[src/rtl/aes_state_loader.sv]
// Packs four 32-bit column words into a 4x4 AES state and hands it off over valid/ready.
// Optional macro AES_LOADER_KEYXOR_EN adds key_in and XORs it into each captured byte.
module aes_state_loader #(
  parameter bit BYTE_MSB_FIRST = 1'b1,
  parameter int CNT_W          = 16
) (
  input  logic                   clk,
  input  logic                   rst_n,
  input  logic                   abort,
  input  logic [31:0]            word_in,
  input  logic                   word_valid,
  output logic                   word_ready,
`ifdef AES_LOADER_KEYXOR_EN
  input  logic [0:3][0:3][7:0]   key_in,
`endif
  output logic [0:3][0:3][7:0]   state_out,
  output logic                   state_valid,
  input  logic                   state_ready,
  output logic [CNT_W-1:0]       block_cnt
);

  typedef enum logic {
    FILL = 1'b0,
    HOLD = 1'b1
  } fsm_e;

  fsm_e                  state_q, state_d;
  logic [1:0]            col_cnt_q, col_cnt_d;
  logic [0:3][0:3][7:0]  data_q, data_d;
  logic                  valid_q, valid_d;
  logic [CNT_W-1:0]      blk_q, blk_d;

  logic [0:3][7:0]       col_bytes;
  logic                  word_xfer;
  logic                  handoff;

  // A held block can only make room for a new word in the same cycle it is consumed.
  always_comb begin
    if (state_q == FILL) begin
      word_ready = ~abort;
    end else begin
      word_ready = state_ready & ~abort;
    end
  end

  assign word_xfer = word_valid & word_ready;
  assign handoff   = valid_q & state_ready & ~abort;

  always_comb begin
    col_bytes = '0;
    for (int r = 0; r < 4; r++) begin
      if (BYTE_MSB_FIRST) begin
        col_bytes[r] = word_in[(31 - 8*r) -: 8];
      end else begin
        col_bytes[r] = word_in[(8*r) +: 8];
      end
`ifdef AES_LOADER_KEYXOR_EN
      col_bytes[r] = col_bytes[r] ^ key_in[r][col_cnt_q];
`endif
    end
  end

  always_comb begin
    state_d   = state_q;
    col_cnt_d = col_cnt_q;
    data_d    = data_q;
    valid_d   = valid_q;
    blk_d     = blk_q;

    if (abort) begin
      state_d   = FILL;
      col_cnt_d = 2'd0;
      valid_d   = 1'b0;
      data_d    = '0;
    end else begin
      if (handoff) begin
        blk_d     = blk_q + CNT_W'(1);
        state_d   = FILL;
        valid_d   = 1'b0;
        col_cnt_d = 2'd0;
      end
      // In HOLD a word can only arrive alongside a handoff, and col_cnt_q is 0 there.
      if (word_xfer) begin
        for (int r = 0; r < 4; r++) begin
          data_d[r][col_cnt_q] = col_bytes[r];
        end
        col_cnt_d = col_cnt_q + 2'd1;
        if ((state_q == FILL) && (col_cnt_q == 2'd3)) begin
          state_d = HOLD;
          valid_d = 1'b1;
        end
      end
    end
  end

  always_ff @(posedge clk or negedge rst_n) begin
    if (!rst_n) begin
      state_q   <= FILL;
      col_cnt_q <= 2'd0;
      data_q    <= '0;
      valid_q   <= 1'b0;
      blk_q     <= '0;
    end else begin
      state_q   <= state_d;
      col_cnt_q <= col_cnt_d;
      data_q    <= data_d;
      valid_q   <= valid_d;
      blk_q     <= blk_d;
    end
  end

  assign state_out   = data_q;
  assign state_valid = valid_q;
  assign block_cnt   = blk_q;

endmodule

[config.mk]
export PLATFORM = sky130hd
export DESIGN_NAME = aes_state_loader
export DESIGN_NICKNAME = d
export VERILOG_FILES = /design/src/rtl/aes_state_loader.sv
export SDC_FILE = /design/constraint.sdc
export NUM_CORES = 1
export LEC_CHECK = 0
export CAP_MARGIN = 10
export CORE_ASPECT_RATIO = 0.6
export CORE_MARGIN = 3
export CORE_UTILIZATION = 25
export CTS_BUF_LIST = sky130_fd_sc_hd__clkbuf_8
export CTS_CLUSTER_DIAMETER = 40
export DETAILED_ROUTE_END_ITERATION = 16
export PLACE_DENSITY = 0.59
export SETUP_SLACK_MARGIN = 0.4
export SYNTH_ARGS = -nofsm -noshare
export SYNTH_HDL_FRONTEND = slang
export SYNTH_SLANG_ARGS = --single-unit
[constraint.sdc]
create_clock -name clk -period 1.2 [get_ports clk]
set_input_delay 0.3 -clock clk [delete_from_list [all_inputs] [get_ports clk]]
set_output_delay 0.3 -clock clk [all_outputs]
set_load 0.02 [all_outputs]
==> flow_summary.ini, run 1 <==
; implementation run metrics
[grt]
antenna_violations_before_repair = 0
grtUsageMet2_pct = 24.5
grt_overflow_total = 0
grt_first_pass_wirelength_mm = 35.4
grt_max_degree = 48
first_global_vias = 5875

[critical_path]
critPathCaptureType = flop
worst_r2r_endpoint = state_out[44]$_DFFE_PN0P_
worstRegToRegCells = 8
cp-endpoint = state_out[44]$_DFFE_PN0P_
cp_max_fanout = 7
startpoint_type = flop
criticalPathCategory = flop to flop
critical_path.cell_chain = nand2b_1 -> buf_4 -> buf_8 -> buf_4 -> nand3_4 -> clkbuf_16 -> nand2_1 -> a21oi_2
worst_path_largest_cell_delay_ns = 0.41
timing.rr.start = state_q$_DFF_PN0_
worst_ep_required_time_ns = 1.55
timing.critical_path.slowest_stage_cell = dfrtp_1
timing.critical_path.from = state_q$_DFF_PN0_
timing.critical_path.mode_cell = buf_4

[yosys]
seq_area_frac_synth_pct = 58.7
synthSimpleGateAreaFrac_pct = 19.4
ys.flops = 148
edff_count_synth = 0
syn-cell-area_sq_um = 6310
synth-async-reset-ratio_pct = 100
synth.cellmix.xorXnorShare_pct = 2.08
post-synth-top-count-cell = nand2_1
yosysTopAreaCellShare_pct = 58.7
yosys.area.top_type = dfrtp_1
yosys_cells = 652
postSynth.topFlopCell = dfrtp_1
synth.net_count = 694
post_synth_mux_area_share_pct = 0.178
synth_cell_types = 32
leading_cell_types_by_count_after_synthesis = nand2_1 (264), dfrtp_1 (148), a21oi_1 (79)
netlist_logic_family_top = simple AND/OR/NAND/NOR gates
synth.avg_cell_area_sq_um = 9.68
netlist_instances = 652
yosys.stat.chipArea_sq_um = 6310

[clock_tree]
cts.reportedPaths.clkPinSlew_ns = 0.09
post-cts-setup-buffer-count = 42
cts_hold_buffers = 1
max-clock-path-buffers = 2
cts_buffers = 17
clock.latency.late_pin_ns = 0.47
cts.htree.levels = 4
numClockSinks = 148
tritoncts = built
ctsResizeCount = 870

[finish]
fin_cells = 1312
comb-cell-share_pct = 26.7
inverters_excl_clock = 4
dominant-cell-class = buffers
layout.cells.most_common_list = nand2_1 (175), buf_6 (165), dfrtp_1 (139)
fillerInstances = 2217
final_area_sq_um = 11600
layout_top_cell_excl_fill_tap = nand2_1
ff_count = 148
finish.net_count = 1019
layout.clock_buffers = 20
seqAreaFraction_pct = 31.9
combGateArea_sq_um = 3110

[worst_hold_path]
timing.hold.worst.class = input pin to flop
hold_path.startpoint = abort
cell_depth_of_the_worst_hold_path = 3
timing.hold.worst_endpoint = state_out[20]$_DFFE_PN0P_

[run]
openroad_warning_count = 32
maxCapViolCount = 0

[sta]
timing_hold_violations_final = 0
fin_ws_ns = -0.381
final.min_clock_period_ns = 1.58
final-setup-viol-count = 291
finClkSkew_ns = 0.0173
worst_slew_pin_slew_ns = 0.452
rsz0062_at_grt = yes
tns_ns = -62.26
holdWs_ns = 0.263
max_freq_mhz = 632

[place]
port-buffer-count = 182
post_dp_cell_area_sq_um = 9280
placement.setup.worst_slack_ns = -0.754
finalWeightedCongestion = 0.767
detailedPlacementHpwl_mm = 15.1
dpl.cell_count = 1186

[routing]
wire_length_on_met1_mm = 12.6
drtAntennaViolNets = 0
wl_met3_mm = 1.62
dr.pass1.iters = 4
initial_drc_count = 307
detail_route.vias_per_cell = 4.55
drc = 0
routed-wl-met2_mm = 10.8

[power]
p_leak_uw = 0.00530
power_frac_seq_pct = 44.9
clkPwrFrac_pct = 39.0
power.combinational.fraction_pct = 16.1
power_per_cell_area_nw_per_um2 = 993
internal_power_uw = 8400
power_leader = sequential cells
post-layout-total-power_uw = 11600
p_clk_uw = 4510

[floorplanning]
rows = 44
well_tap_count = 322
floorplan.die_area_sq_um = 27300
floorplan.core_util_pct = 25.8
boundaryPins = 183
fp.dieH_um = 129
die_w_um = 211

[run_status]
violations = setup timing
outcome = complete, but fails checks
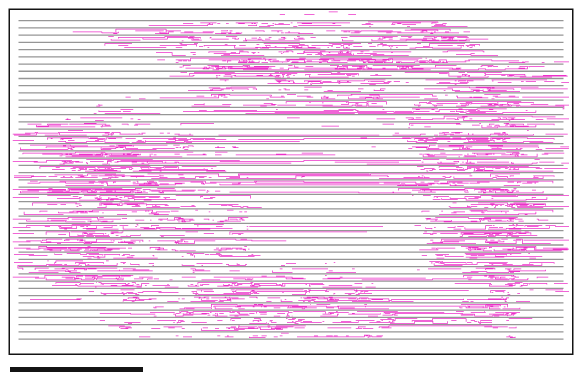
Fig. 1. M1 wires (run 1).
The bar under the picture is 50 um long. Supply wires on this layer in gray.
The layer carries 12600 um of wire. 905 nets have wire on it. The longest straight run is 68.1 um.

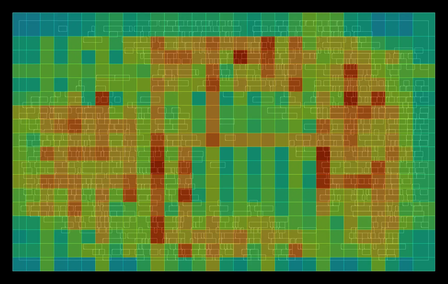
Fig. 2. Routing congestion map (run 1).
post-layout utilization of the core: 47.5%
GR peak layer: met1
global-route usage over all layers: 17.4%
GRT met1 Usage: 26.4%

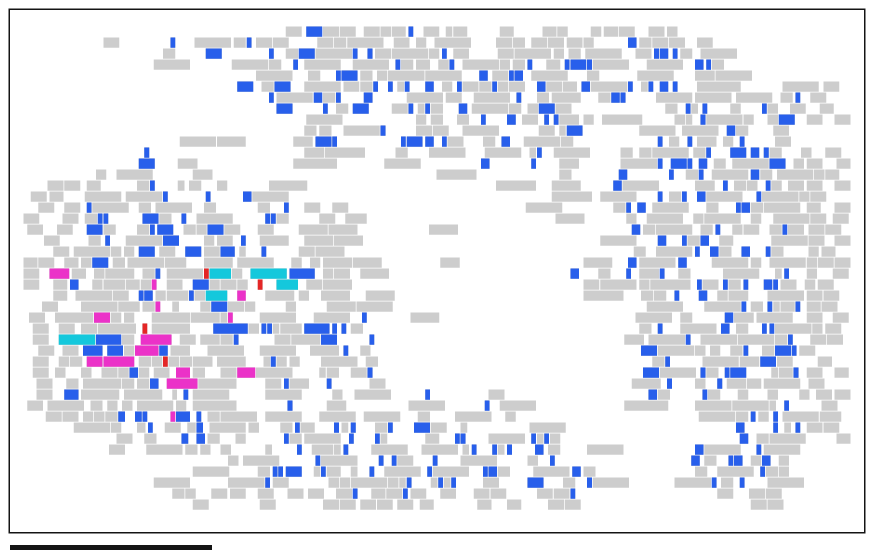
Fig. 3. Gate-type map (run 1).
The bar under the picture is 50 um long.
Red is inv cells, cells 4, where left middle. Cyan is fa/ha/maj cells, cells 5, where left middle. Blue is nand cells, cells 280, where spread over the die. Magenta is nor cells, cells 14.

Fig. 4: run 1, the metal 3 layer
The bar under the picture is 50 um long. Cells faint in the background.
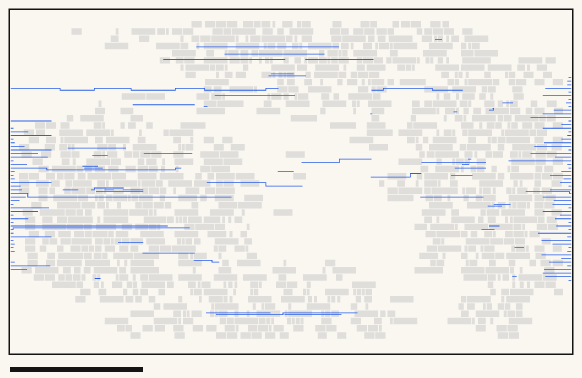

==> run 1 -> run 2 <==
--- a/config.mk
+++ b/config.mk
@@ -7,7 +7,7 @@
 export LEC_CHECK = 0
 export CAP_MARGIN = 10
 export CORE_ASPECT_RATIO = 0.6
-export CORE_MARGIN = 3
+export CORE_MARGIN = 2
 export CORE_UTILIZATION = 25
 export CTS_BUF_LIST = sky130_fd_sc_hd__clkbuf_8
 export CTS_CLUSTER_DIAMETER = 40
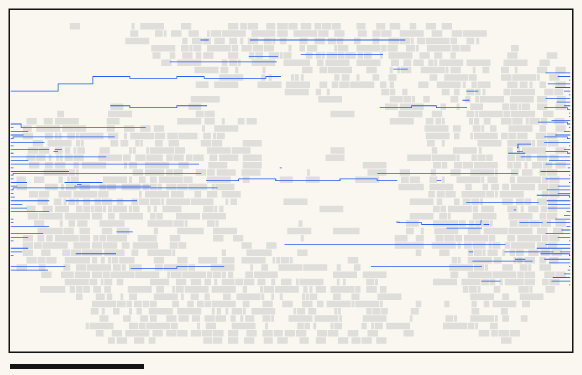
Fig. 5. The metal 3 layer (run 2).
The bar under the picture is 50 um long. Cells faint in the background.
The longest straight run is 81.9 um. The layer holds 6.9% of the routed length.

==> run 2 against run 1 <==
  * The run still ends with setup timing left
  * Via count up 1.1%
  * Clock power down 13%
  * Global-route usage down 0.54 points
  * Clock skew down 0.0077 ns
  * Combinational power down 2%
  * Sequential power about the same
  * Largest cell class unchanged
==> flow_summary.ini, run 2 <==
; implementation run metrics
[sta]
period_used_pct = 128
fin_ws_ns = -0.332
rsz0062_at_grt = yes
max_freq_mhz = 653
timing_hold_violations_final = 0
holdWs_ns = 0.0305
final.min_clock_period_ns = 1.53
tns_ns = -52.06
final-setup-viol-count = 289
worst_slew_pin_slew_ns = 0.513
finClkSkew_ns = 0.00962

[yosys]
synth.avg_cell_area_sq_um = 9.68
yosys_cells = 652
postSynth.topFlopCell = dfrtp_1
synth.net_count = 694
ys.flops = 148
synth-warning-count = 0
synthSimpleGateAreaFrac_pct = 19.4
edff_count_synth = 0
leading_cell_types_by_count_after_synthesis = nand2_1 (264), dfrtp_1 (148), a21oi_1 (79)
netlist_logic_family_top = simple AND/OR/NAND/NOR gates
netlist_instances = 652
post_synth_mux_area_share_pct = 0.178
yosys.stat.chipArea_sq_um = 6310
compound_area_share_pct = 13.8
yosys.area.top_type = dfrtp_1
synth_cell_types = 32
post-synth-top-count-cell = nand2_1
yosysTopAreaCellShare_pct = 58.7
syn-cell-area_sq_um = 6310
synth.cellmix.xorXnorShare_pct = 2.08
seq_area_frac_synth_pct = 58.7
synth-async-reset-ratio_pct = 100

[clock_tree]
numClockSinks = 148
cts_buffers = 17
clock.latency.late_pin_ns = 0.46
cts.reportedPaths.clkPinSlew_ns = 0.08
cts.htree.levels = 4
max-clock-path-buffers = 2
ctsResizeCount = 866
tritoncts = built
cts_hold_buffers = 1
post-cts-setup-buffer-count = 37

[finish]
layout.clock_buffers = 18
largest_register_ff_count = 128
layout.cells.most_common_list = buf_6 (163), nand2_1 (139), dfrtp_1 (137)
drive_gt1_share_pct = 63.6
layout_top_cell_excl_fill_tap = buf_6
inverters_excl_clock = 4
num-nonclk-buffers = 346
comb-cell-share_pct = 29.1
fin_cells = 1308
finish.net_count = 1015
antennaDiodeCount = 0
final_area_sq_um = 11800
seqAreaFraction_pct = 31.6
fillerInstances = 2275
ff_count = 148
dominant-cell-class = buffers
finalCoreUtilization_pct = 48.1
layout.nonclk_buf_share_pct = 32.5
clockNetworkAreaShare_pct = 3.27
combGateArea_sq_um = 3430

[floorplanning]
fp.dieH_um = 127
placeableCoreArea_sq_um = 24500
rows = 44
die_w_um = 209
floorplan.die_area_sq_um = 26600
floorplan.core_util_pct = 25.8
well_tap_count = 322
boundaryPins = 183

[critical_path]
cp_max_fanout = 3
timing.critical_path.from = state_q$_DFF_PN0_
cp-endpoint = word_ready
criticalPathCategory = flop to output port
startpoint_type = flop
worst_ep_required_time_ns = 0.90
timing.rr.start = col_cnt_q[1]$_DFFE_PN0P_
timing.critical_path.slowest_stage_cell = dfrtp_1
critical_path.cell_chain = nand2b_4 -> nor2b_4 -> buf_6
worstRegToRegCells = 6
worst_r2r_endpoint = state_out[16]$_DFFE_PN0P_
worst_path_largest_cell_delay_ns = 0.42
critPathCaptureType = output port
reg2reg_slack_ns = -0.32

[grt]
grt_overflow_total = 0
antenna_violations_before_repair = 0
grt_use_met1_pct = 25.6
grtUsageTotal_pct = 16.8
grt_max_degree = 60
top_usage_layer = met1
grtUsageMet2_pct = 22.9
grt_first_pass_wirelength_mm = 34.0
first_global_vias = 5778

[power]
comb-power_uw = 1820
power_switching_uw = 3130
power_frac_seq_pct = 47.6
post-layout-total-power_uw = 10900
pwr.group.sequential_uw = 5210
clkPwrFrac_pct = 35.7
p_clk_uw = 3910
power_leader = sequential cells
p_leak_uw = 0.00541
power.combinational.fraction_pct = 16.6
internal_power_uw = 7810
power_per_cell_area_nw_per_um2 = 928

[run_status]
violations = setup timing
outcome = complete, but fails checks

[run]
openroad_warning_count = 33
maxCapViolCount = 0

[routing]
initial_drc_count = 287
drc = 0
wl_met3_mm = 1.72
detail_route.vias_per_cell = 4.61
route.detailed.wl_per_inst_um = 19.2
vias_after_detailed_routing = 6036
drtAntennaViolNets = 0
wire_length_on_met1_mm = 12.2
dr.pass1.iters = 4
routed-wl-met2_mm = 10.9

[place]
finalWeightedCongestion = 0.775
port-buffer-count = 182
placement.setup.worst_slack_ns = -0.750
dpl.cell_count = 1176
post_dp_cell_area_sq_um = 9180
detailedPlacementHpwl_mm = 14.6

[worst_hold_path]
timing.hold.worst.class = input pin to asynchronous set/reset pin
==> run 2 -> run 3 <==
--- a/config.mk
+++ b/config.mk
@@ -5,6 +5,7 @@
 export SDC_FILE = /design/constraint.sdc
 export NUM_CORES = 1
 export LEC_CHECK = 0
+export ABC_CLOCK_PERIOD_IN_PS = 1200
 export CAP_MARGIN = 10
 export CORE_ASPECT_RATIO = 0.6
 export CORE_MARGIN = 2
@@ -12,6 +13,7 @@
 export CTS_BUF_LIST = sky130_fd_sc_hd__clkbuf_8
 export CTS_CLUSTER_DIAMETER = 40
 export DETAILED_ROUTE_END_ITERATION = 16
+export HOLD_SLACK_MARGIN = 0.06
 export PLACE_DENSITY = 0.59
 export SETUP_SLACK_MARGIN = 0.4
 export SYNTH_ARGS = -nofsm -noshare
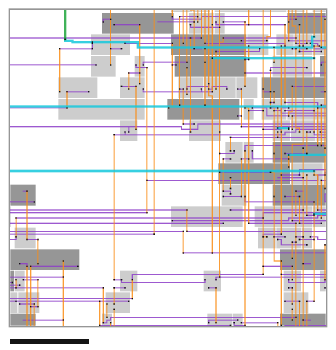
Fig. 6. Zoomed window (run 3).
The bar under the picture is 10 um long. Window x 137 to 177, y 12 to 52 um. Cells in gray, sequential cells in the stronger gray; small squares are vias.
Green is M4. Cyan is M3. Purple is M1. Orange is M2.
Netlist names of flops here include `state_out` (12). 57 logic cells have their middle in the window. Sequential cells in the window: 12. Most frequent: a21oi_2 (12), dfrtp_1 (11), nand2_2 (9).

==> run 3 against run 2 <==
  * The flow still finishes with violations (setup timing)
  * First-iteration DRC count stayed put
  * Highest routed layer unchanged
  * Final area stayed put
  * Critical path depth stayed put
==> flow_summary.ini, run 3 <==
; implementation run metrics
[sta]
rsz0062_at_grt = yes
max_freq_mhz = 653
fin_ws_ns = -0.332
final-setup-viol-count = 289
period_used_pct = 128
holdWs_ns = 0.0305
final.min_clock_period_ns = 1.53
tns_ns = -52.06

[clock_tree]
clock.latency.late_pin_ns = 0.46
numClockSinks = 148
cts_hold_buffers = 1
cts.reportedPaths.clkPinSlew_ns = 0.08
ctsResizeCount = 866
cts_buffers = 17
max-clock-path-buffers = 2

[finish]
drive_gt1_share_pct = 63.6
num-nonclk-buffers = 346
inverters_excl_clock = 4
comb-cell-share_pct = 29.1
antennaDiodeCount = 0
dominant-cell-class = buffers
combGateArea_sq_um = 3430
finish.net_count = 1015
clockNetworkAreaShare_pct = 3.27
layout_top_cell_excl_fill_tap = buf_6
fin_cells = 1308
fillerInstances = 2275
layout.nonclk_buf_share_pct = 32.5
ff_count = 148

[floorplanning]
rows = 44
well_tap_count = 322
boundaryPins = 183
floorplan.core_util_pct = 25.8
die_w_um = 209
placeableCoreArea_sq_um = 24500
fp.dieH_um = 127

[critical_path]
timing.rr.start = col_cnt_q[1]$_DFFE_PN0P_
critical_path.cell_chain = nand2b_4 -> nor2b_4 -> buf_6
criticalPathCategory = flop to output port
cp-endpoint = word_ready
timing.critical_path.from = state_q$_DFF_PN0_
startpoint_type = flop
cp_max_fanout = 3
timing.critical_path.slowest_stage_cell = dfrtp_1
worst_ep_required_time_ns = 0.90
worstRegToRegCells = 6

[yosys]
yosysTopAreaCellShare_pct = 58.7
synth-warning-count = 0
post_synth_mux_area_share_pct = 0.178
yosys.area.top_type = dfrtp_1
postSynth.topFlopCell = dfrtp_1
synth.net_count = 694
syn-cell-area_sq_um = 6310
leading_cell_types_by_count_after_synthesis = nand2_1 (264), dfrtp_1 (148), a21oi_1 (79)
post-synth-top-count-cell = nand2_1
synth-async-reset-ratio_pct = 100
synth.cellmix.xorXnorShare_pct = 2.08
yosys.stat.chipArea_sq_um = 6310
synth_cell_types = 32
yosys_cells = 652
ys.flops = 148

[routing]
detail_route.vias_per_cell = 4.61
initial_drc_count = 287
drtAntennaViolNets = 0
wire_length_on_met1_mm = 12.2
routed-wl-met2_mm = 10.9

[grt]
grt_first_pass_wirelength_mm = 34.0
grtUsageTotal_pct = 16.8
grtUsageMet2_pct = 22.9
grt_max_degree = 60
grt_overflow_total = 0
first_global_vias = 5778

[worst_hold_path]
timing.hold.worst.class = input pin to asynchronous set/reset pin

[power]
power_leader = sequential cells
power_per_cell_area_nw_per_um2 = 928
internal_power_uw = 7810
post-layout-total-power_uw = 10900
clkPwrFrac_pct = 35.7
p_leak_uw = 0.00541
power_frac_seq_pct = 47.6
p_clk_uw = 3910

[run]
maxCapViolCount = 0
openroad_warning_count = 33

[place]
port-buffer-count = 182
finalWeightedCongestion = 0.775
dpl.cell_count = 1176

[run_status]
outcome = complete, but fails checks
violations = setup timing
No activity file was given, so power comes from the tool's default toggle rates.
